## config.mk

```make
export PLATFORM = sky130hd
export DESIGN_NAME = peripheral_arbiter_tl
export DESIGN_NICKNAME = d
export VERILOG_FILES = /design/src/rtl/peripheral_tl_pkg.sv /design/src/rtl/peripheral_rr_arbiter.sv /design/src/rtl/peripheral_arbiter_tl.sv
export SDC_FILE = /design/constraint.sdc
export NUM_CORES = 1
export LEC_CHECK = 0
export ABC_AREA = 1
export CAP_MARGIN = 20
export CELL_PAD_IN_SITES_DETAIL_PLACEMENT = 2
export CELL_PAD_IN_SITES_GLOBAL_PLACEMENT = 2
export CORE_AREA = 10 10 256 258
export DETAILED_ROUTE_END_ITERATION = 12
export DIE_AREA = 0 0 266 268
export DONT_BUFFER_PORTS = 1
export PLACE_DENSITY_LB_ADDON = 0.1
export SYNTH_ARGS = -nofsm -noshare
export SYNTH_HDL_FRONTEND = slang
export SYNTH_SLANG_ARGS = --single-unit
export TNS_END_PERCENT = 50
```

## constraint.sdc

```tcl
create_clock -name clk -period 6.8 [get_ports clk]
set_input_delay 1.36 -clock clk [delete_from_list [all_inputs] [get_ports clk]]
set_output_delay 1.36 -clock clk [all_outputs]
set_load 0.05 [all_outputs]
```

## src/rtl/peripheral_tl_pkg.sv

```systemverilog
// Shared TL-UL definitions for the peripheral DMA arbiter: default widths,
// opcodes, channel payload structs and arbiter lock states.
package peripheral_tl_pkg;

  localparam int unsigned TLP_AW    = 32;
  localparam int unsigned TLP_DW    = 32;
  localparam int unsigned TLP_SRCW  = 8;
  localparam int unsigned TLP_SINKW = 1;
  localparam int unsigned TLP_DBW   = TLP_DW >> 3;
  localparam int unsigned TLP_SZW   = $clog2($clog2(TLP_DBW) + 1);

  typedef enum logic [2:0] {
    PUT_FULL_DATA    = 3'h0,
    PUT_PARTIAL_DATA = 3'h1,
    GET              = 3'h4
  } tl_a_op_e;

  typedef enum logic [2:0] {
    ACCESS_ACK      = 3'h0,
    ACCESS_ACK_DATA = 3'h1
  } tl_d_op_e;

  typedef struct packed {
    logic [2:0]          opcode;
    logic [2:0]          param;
    logic [TLP_SZW-1:0]  size;
    logic [TLP_SRCW-1:0] source;
    logic [TLP_AW-1:0]   address;
    logic [TLP_DBW-1:0]  mask;
    logic [TLP_DW-1:0]   data;
    logic                corrupt;
  } tl_a_chan_t;

  typedef struct packed {
    logic [2:0]           opcode;
    logic [2:0]           param;
    logic [TLP_SZW-1:0]   size;
    logic [TLP_SRCW-1:0]  source;
    logic [TLP_SINKW-1:0] sink;
    logic                 denied;
    logic [TLP_DW-1:0]    data;
    logic                 corrupt;
  } tl_d_chan_t;

  // Open: round-robin picks freely. Locked: a stalled beat holds the grant.
  typedef enum logic {
    ARB_OPEN   = 1'b0,
    ARB_LOCKED = 1'b1
  } arb_state_e;

  function automatic int unsigned rr_next(int unsigned idx, int unsigned n);
    return (idx + 1 >= n) ? 0 : idx + 1;
  endfunction

endpackage

```

## src/rtl/peripheral_rr_arbiter.sv

```systemverilog
// Combinational round-robin picker: first set request at or after ptr.
module peripheral_rr_arbiter #(
  parameter int unsigned N  = 4,
  parameter int unsigned IW = $clog2(N)
) (
  input  logic [N-1:0]  req,
  input  logic [IW-1:0] ptr,
  output logic [N-1:0]  gnt_oh,
  output logic [IW-1:0] gnt_idx,
  output logic          gnt_any
);

  int unsigned idx;

  // Walk offsets from farthest to nearest so the nearest request wins last.
  always_comb begin
    gnt_oh  = '0;
    gnt_idx = ptr;
    gnt_any = 1'b0;
    idx     = 0;
    for (int unsigned k = 0; k < N; k++) begin
      idx = (32'(ptr) + (N - 1 - k)) % N;
      if (req[idx]) begin
        gnt_oh      = '0;
        gnt_oh[idx] = 1'b1;
        gnt_idx     = IW'(idx);
        gnt_any     = 1'b1;
      end
    end
  end

endmodule

```

## src/rtl/peripheral_arbiter_tl.sv

```systemverilog
// N-to-1 TL-UL arbiter for DMA channel masters: round-robin A channel with
// source tagging, D channel routed back by source tag, per-master credits.
module peripheral_arbiter_tl
  import peripheral_tl_pkg::*;
#(
  parameter int unsigned N        = 4,
  parameter int unsigned TL_AW    = TLP_AW,
  parameter int unsigned TL_DW    = TLP_DW,
  parameter int unsigned TL_SRCW  = TLP_SRCW,
  parameter int unsigned TL_SINKW = TLP_SINKW,
  parameter int unsigned TL_DBW   = TL_DW >> 3,
  parameter int unsigned TL_SZW   = $clog2($clog2(TL_DBW) + 1),
  parameter int unsigned IW       = $clog2(N),
  parameter int unsigned USRCW    = TL_SRCW - IW,
  parameter int unsigned MAX_OS   = 4
) (
  input  logic                  clk,
  input  logic                  reset,

  input  logic [N*3-1:0]        m_a_opcode,
  input  logic [N*3-1:0]        m_a_param,
  input  logic [N*TL_SZW-1:0]   m_a_size,
  input  logic [N*USRCW-1:0]    m_a_source,
  input  logic [N*TL_AW-1:0]    m_a_address,
  input  logic [N*TL_DBW-1:0]   m_a_mask,
  input  logic [N*TL_DW-1:0]    m_a_data,
  input  logic [N-1:0]          m_a_corrupt,
  input  logic [N-1:0]          m_a_valid,
  output logic [N-1:0]          m_a_ready,

  output logic [N*3-1:0]        m_d_opcode,
  output logic [N*3-1:0]        m_d_param,
  output logic [N*TL_SZW-1:0]   m_d_size,
  output logic [N*USRCW-1:0]    m_d_source,
  output logic [N*TL_SINKW-1:0] m_d_sink,
  output logic [N-1:0]          m_d_denied,
  output logic [N-1:0]          m_d_corrupt,
  output logic [N-1:0]          m_d_valid,
  output logic [N*TL_DW-1:0]    m_d_data,
  input  logic [N-1:0]          m_d_ready,

  output logic [2:0]            a_opcode,
  output logic [2:0]            a_param,
  output logic [TL_SZW-1:0]     a_size,
  output logic [TL_SRCW-1:0]    a_source,
  output logic [TL_AW-1:0]      a_address,
  output logic [TL_DBW-1:0]     a_mask,
  output logic [TL_DW-1:0]      a_data,
  output logic                  a_corrupt,
  output logic                  a_valid,
  input  logic                  a_ready,

  input  logic [2:0]            d_opcode,
  input  logic [2:0]            d_param,
  input  logic [TL_SZW-1:0]     d_size,
  input  logic [TL_SRCW-1:0]    d_source,
  input  logic [TL_SINKW-1:0]   d_sink,
  input  logic                  d_denied,
  input  logic                  d_corrupt,
  input  logic                  d_valid,
  input  logic [TL_DW-1:0]      d_data,
  output logic                  d_ready,

  output logic                  err_unexp_d
);

  localparam int unsigned CW = $clog2(MAX_OS + 1);

  arb_state_e    state_q, state_d;
  logic [IW-1:0] lock_idx_q, lock_idx_d;
  logic [IW-1:0] ptr_q;
  logic [CW-1:0] os_cnt_q [N];
  logic          err_q;

  logic [N-1:0]  eligible;
  logic [N-1:0]  arb_oh;
  logic [IW-1:0] arb_idx;
  logic          arb_any;
  logic [IW-1:0] grant;
  logic [N-1:0]  grant_oh;
  logic          valid_sel;
  logic          a_fire;
  int unsigned   sel;

  logic [IW-1:0] d_idx;
  logic          d_idx_ok;
  logic          d_fire;
  logic          d_unexp;
  logic [N-1:0]  d_dec;

  // A requester at its credit limit drops out of arbitration.
  always_comb begin
    eligible = '0;
    for (int unsigned i = 0; i < N; i++) begin
      eligible[i] = m_a_valid[i] && (os_cnt_q[i] < CW'(MAX_OS));
    end
  end

  peripheral_rr_arbiter #(
    .N  (N),
    .IW (IW)
  ) u_rr (
    .req     (eligible),
    .ptr     (ptr_q),
    .gnt_oh  (arb_oh),
    .gnt_idx (arb_idx),
    .gnt_any (arb_any)
  );

  always_ff @(posedge clk or negedge reset) begin
    if (!reset) begin
      state_q    <= ARB_OPEN;
      lock_idx_q <= '0;
    end else begin
      state_q    <= state_d;
      lock_idx_q <= lock_idx_d;
    end
  end

  // Grant selection and lock: a beat stalled by a_ready keeps its grant.
  always_comb begin
    state_d    = state_q;
    lock_idx_d = lock_idx_q;
    grant      = arb_idx;
    grant_oh   = arb_oh;
    valid_sel  = arb_any;
    case (state_q)
      ARB_LOCKED: begin
        grant                = lock_idx_q;
        grant_oh             = '0;
        grant_oh[lock_idx_q] = 1'b1;
        valid_sel            = m_a_valid[lock_idx_q];
      end
      default: ;
    endcase
    a_valid = reset && valid_sel;
    if (a_valid && !a_ready) begin
      state_d    = ARB_LOCKED;
      lock_idx_d = grant;
    end else begin
      state_d    = ARB_OPEN;
    end
  end

  assign a_fire    = a_valid && a_ready;
  assign m_a_ready = grant_oh & {N{a_fire}};

  always_comb begin
    sel       = 32'(grant);
    a_opcode  = m_a_opcode[sel*3 +: 3];
    a_param   = m_a_param[sel*3 +: 3];
    a_size    = m_a_size[sel*TL_SZW +: TL_SZW];
    a_source  = {grant, m_a_source[sel*USRCW +: USRCW]};
    a_address = m_a_address[sel*TL_AW +: TL_AW];
    a_mask    = m_a_mask[sel*TL_DBW +: TL_DBW];
    a_data    = m_a_data[sel*TL_DW +: TL_DW];
    a_corrupt = m_a_corrupt[grant];
  end

  always_ff @(posedge clk or negedge reset) begin
    if (!reset) begin
      ptr_q <= '0;
    end else if (a_fire) begin
      ptr_q <= IW'(rr_next(32'(grant), N));
    end
  end

  // D channel: tag bits pick the lane; out-of-range tags are sunk and flagged.
  assign d_idx    = d_source[TL_SRCW-1 -: IW];
  assign d_idx_ok = 32'(d_idx) < N;

  always_comb begin
    m_d_valid = '0;
    d_ready   = 1'b0;
    if (reset) begin
      if (d_idx_ok) begin
        m_d_valid[d_idx] = d_valid;
        d_ready          = m_d_ready[d_idx];
      end else begin
        d_ready          = 1'b1;
      end
    end
  end

  assign m_d_opcode  = {N{d_opcode}};
  assign m_d_param   = {N{d_param}};
  assign m_d_size    = {N{d_size}};
  assign m_d_source  = {N{d_source[USRCW-1:0]}};
  assign m_d_sink    = {N{d_sink}};
  assign m_d_denied  = {N{d_denied}};
  assign m_d_corrupt = {N{d_corrupt}};
  assign m_d_data    = {N{d_data}};

  assign d_fire  = d_valid && d_ready;
  assign d_unexp = d_fire && (!d_idx_ok || (os_cnt_q[d_idx] == '0));

  always_comb begin
    d_dec = '0;
    for (int unsigned i = 0; i < N; i++) begin
      d_dec[i] = m_d_valid[i] && m_d_ready[i] && (os_cnt_q[i] != '0);
    end
  end

  // Credits: A fire adds, D fire removes, both together cancel out.
  always_ff @(posedge clk or negedge reset) begin
    if (!reset) begin
      for (int unsigned i = 0; i < N; i++) begin
        os_cnt_q[i] <= '0;
      end
      err_q <= 1'b0;
    end else begin
      err_q <= d_unexp;
      for (int unsigned i = 0; i < N; i++) begin
        if (m_a_ready[i] && !d_dec[i]) begin
          os_cnt_q[i] <= os_cnt_q[i] + CW'(1);
        end else if (!m_a_ready[i] && d_dec[i]) begin
          os_cnt_q[i] <= os_cnt_q[i] - CW'(1);
        end
      end
    end
  end

  assign err_unexp_d = err_q;

endmodule

```

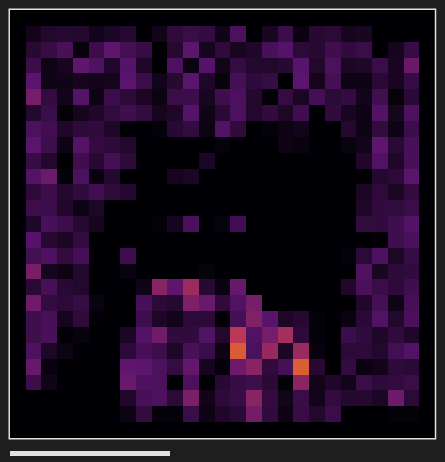
*Cell area per tile*
The bar under the picture is 100 µm long. 27 x 27 tiles, from black (low) to pale yellow (high), 0 to 100% covered.
The densest ninth of the die: south. The emptiest ninth of the die: center. The mean over all tiles is 8.1%. 44% of the tiles are nearly empty. The fullest tile reaches 62%.
core footprint: 60100 µm²
final core utilization: 0.113

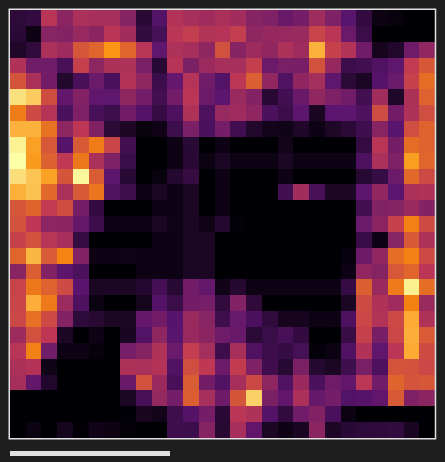
*Wire density map*
The bar under the picture is 100 µm long. 27 x 27 tiles, from black (low) to pale yellow (high), scaled to the fullest tile. Values are wire area over tile area, all layers added.
The fullest tile reaches 0.38. The mean over all tiles is 0.10. 18% of the tiles are nearly empty.
via count: 7633
average wire per standard cell: 23.1 µm
GRT Total Usage: 0.116
Routed WL: 44400 µm

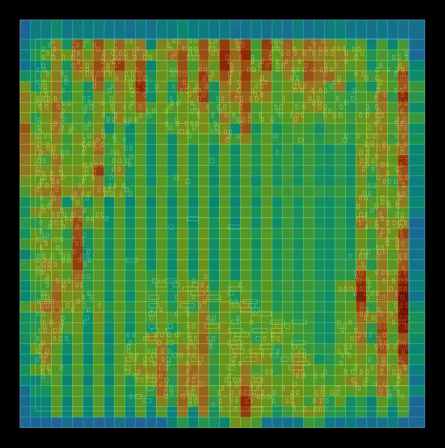
*Routing congestion*
met2 Track Usage GR: 0.216
Global Route met1 Usage: 0.123

==> results.yml <==
# generated from flow reports
setup_path:
  crit_top_cell: "nand2_1"
  r2r_end: "os_cnt_q[11]$_DFFE_PN0P_"
  required_ns: 5.44
  cp_slowest_cell: "nand3_1"
  critical_path_class: "input port to primary output"
  reg2reg_from: "lock_idx_q[0]$_DFFE_PN0P_"
  path_delay_family: "simple AND/OR/NAND/NOR gates"
  crit_chain: "nand3_1 > nand2_1 > nand2_1 > nand2_2 > inv_2 > nand2_1 > nand2_1 > nand3_4 > buf_12 > nand3_1 > nand3_1 > nand2_1"
  cp-start-kind: "input port"
  crit_path_max_incr_delay_ns: 0.43
  critical_path_arrival_ns: 4.14
  reg2reg_slack_ns: 3.25
  path_max_fanout: 166
  end_kind: "primary output"
  worstPathBufferInverterCount: 2
synth:
  synth_nets: 1811
  ys_seq_frac: 0.0610
  syn_area_um2: 7390
  edf_count: 0
  ys_types: 30
  synthArstFlopShare: 1.00
  ys.flop_type: "dfrtp_1"
  ys_chip_area_um2: 7390
  yosys_warnings: 0
  yosys.cell_count.top_type: "nand3_1"
  top_cells_by_count: "nand3_1, inv_1, nand2_1"
  syn_avg_cell_area_um2: 5.27
  netlist_instances: 1402
  top_area_frac: 0.298
  top_area_cell: "nand3_1"
  synthTopCellsByArea: "nand3_1, buf_4, inv_1"
timing:
  fin_worst_skew_ns: 0.00336
  period_needed_ns: 5.50
  relSlewSlack: 0.164
  finalCritPeriodShare: 0.808
  max_freq_mhz: 182
  rsz0062_at_grt: "false"
  final-max-slew-violation-count: 0
  setup_tns_ns: 0
  setup_viol: 0
clock_tree:
  h-tree-depth: 1
  cts.sinks: 18
  tritoncts: "built"
  clk_path_buf_depth: 2
  ctsRootBufferMaster: "clkbuf_16"
  ctsHoldBuffers: 0
  post_cts_buffers: 0
  clk_latency_ns: 0.25
  ctsResizeCount: 0
  cts_buffers: 3
  clk_pin_slew_ns: 0.05
hold_path:
  min_to: "os_cnt_q[3]$_DFFE_PN0P_"
  min_path_type: "register to register"
  hold_depth: 1
  hp-start: "os_cnt_q[3]$_DFFE_PN0P_"
die:
  initCoreUtil: 0.123
  die-area_um2: 71300
  num_rows: 90
  boundaryPins: 687
  chipHeight_um: 268
flow_run:
  warnings: 35
  maxCapViolCount: 0
global_route:
  overflow: 0
  grt_pass1_wl_um: 62500
  top_usage_layer: "met2"
  grt_max_degree: 167
  antenna_found_initial: 5
  grtUsageMet3: 0.0469
  grt_pass1_vias: 8704
status:
  status: "complete, no violations"
place:
  gp_congestion: 0.754
  hpwlAfterDp_um: 35400
  portBuffers: 0
layout:
  antenna_cells: 0
  area_growth_pct: -8.32
  layout.nets: 1554
routing:
  dr.pass1.iters: 4
  routed_via_density: 3.97
  first_iter_violations: 278
  drc: 0
  final_antenna_net_count: 0
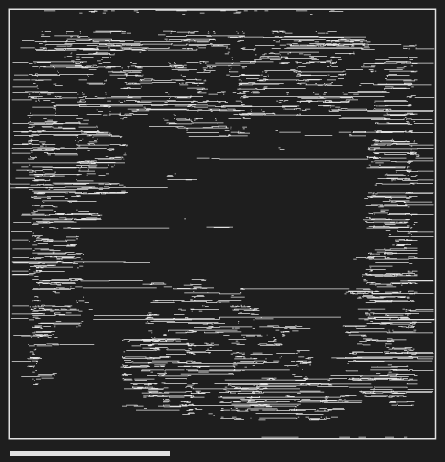
*M1 wires*
The bar under the picture is 100 µm long.
The longest straight run is 93.1 µm. The wires run mostly horizontal. 1417 nets have wire on it. The layer holds 38% of the routed length. The layer carries 16800 µm of wire.

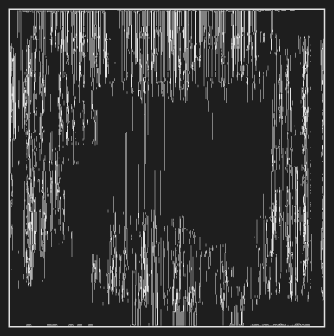
*The metal 2 layer*
The layer carries 22.7 mm of wire. 1355 nets have wire on it. The wires run mostly vertical. The layer holds 51% of the routed length.

-- through the flow --
step | setup WS [ns] | instance area (µm²)
floorplan | 2.33 | 7390
global placement | 1.50 | 6700
detailed placement | 1.54 | 6700
CTS | 1.41 | 6770
global route | 1.21 | 6770
finish | 1.30 | 6770
-- worst max path at each step --
stage                    startpoint            end  slack, ns  cells after the start
3_5_place_dp           m_a_valid[3]  a_address[14]       1.54                     12
4_1_cts        ptr_q[0]$_DFFE_PN0P_     a_data[22]       1.41                     14
6_report               m_a_valid[3]  a_address[14]       1.30                     12
3_3_place_gp           m_a_valid[3]  a_address[14]       1.50                     12
2_1_floorplan          m_a_valid[0]   m_a_ready[0]       2.33                      8
5_1_grt        ptr_q[0]$_DFFE_PN0P_     a_data[22]       1.21                     14
-- worst reg2reg max path: stages, from the launching register on --
cell,delay [ns]
dfrtp_1,0.46
inv_1,0.26
nor2_1,0.07
o21ai_0,0.16
o221ai_1,0.15
a21boi_0,0.17
nand2_1,0.15
nor2_1,0.43
nand3_1,0.15
a21oi_1,0.15
buf_4,0.25
ha_1,0.17
inv_1,0.06
fa_1,0.38
a21oi_1,0.14
o21ai_0,0.11
xor2_1,0.15
-- final cells by class --
class                   count  area [µm²]
flip-flops and latches     18         450
multi-input cells         744        3720
well taps                 782         978
clock buffers               3        75.1
repair buffers             16         183
fillers                  7481       53400
inverters                 362        1360
-- placed cells by master, fill, tap and decap left out, types with 4 or more instances in the layout --
| cell | count |
|---|---|
| inv_1 | 358 |
| dfrtp_1 | 18 |
| fa_1 | 4 |
| o21ai_0 | 11 |
| buf_12 | 5 |
| a21oi_1 | 16 |
| ha_1 | 10 |
| nand2_1 | 209 |
| xor2_1 | 4 |
| mux2_2 | 4 |
| xnor2_1 | 4 |
| nor2_1 | 19 |
| buf_4 | 11 |
| nand3_1 | 439 |
| o221ai_1 | 4 |
| nand2_4 | 4 |
-- metal layers --
| metal | routed length, µm | share of wire |
|---|---|---|
| met5 | 59 | 0.0013 |
| met1 | 16800 | 0.38 |
| met4 | 704 | 0.016 |
| met3 | 4160 | 0.094 |
| met2 | 22700 | 0.51 |
-- sequential cells by signal (all words and copies together), names as in the netlist --
| register | count |
|---|---|
| err_unexp_d | 1 |
| lock_idx_q | 2 |
| os_cnt_q | 12 |
| state_q | 1 |
| ptr_q | 2 |
-- cells by family after synthesis --
logic type | synth area share
AND/OR/NAND/NOR | 0.424
buffers and inverters | 0.442
AND-OR/OR-AND | 0.0298
flip-flops | 0.0610
adder cells (fa/ha/maj) | 0.0278
XOR/XNOR | 0.00948
multiplexers | 0.00610
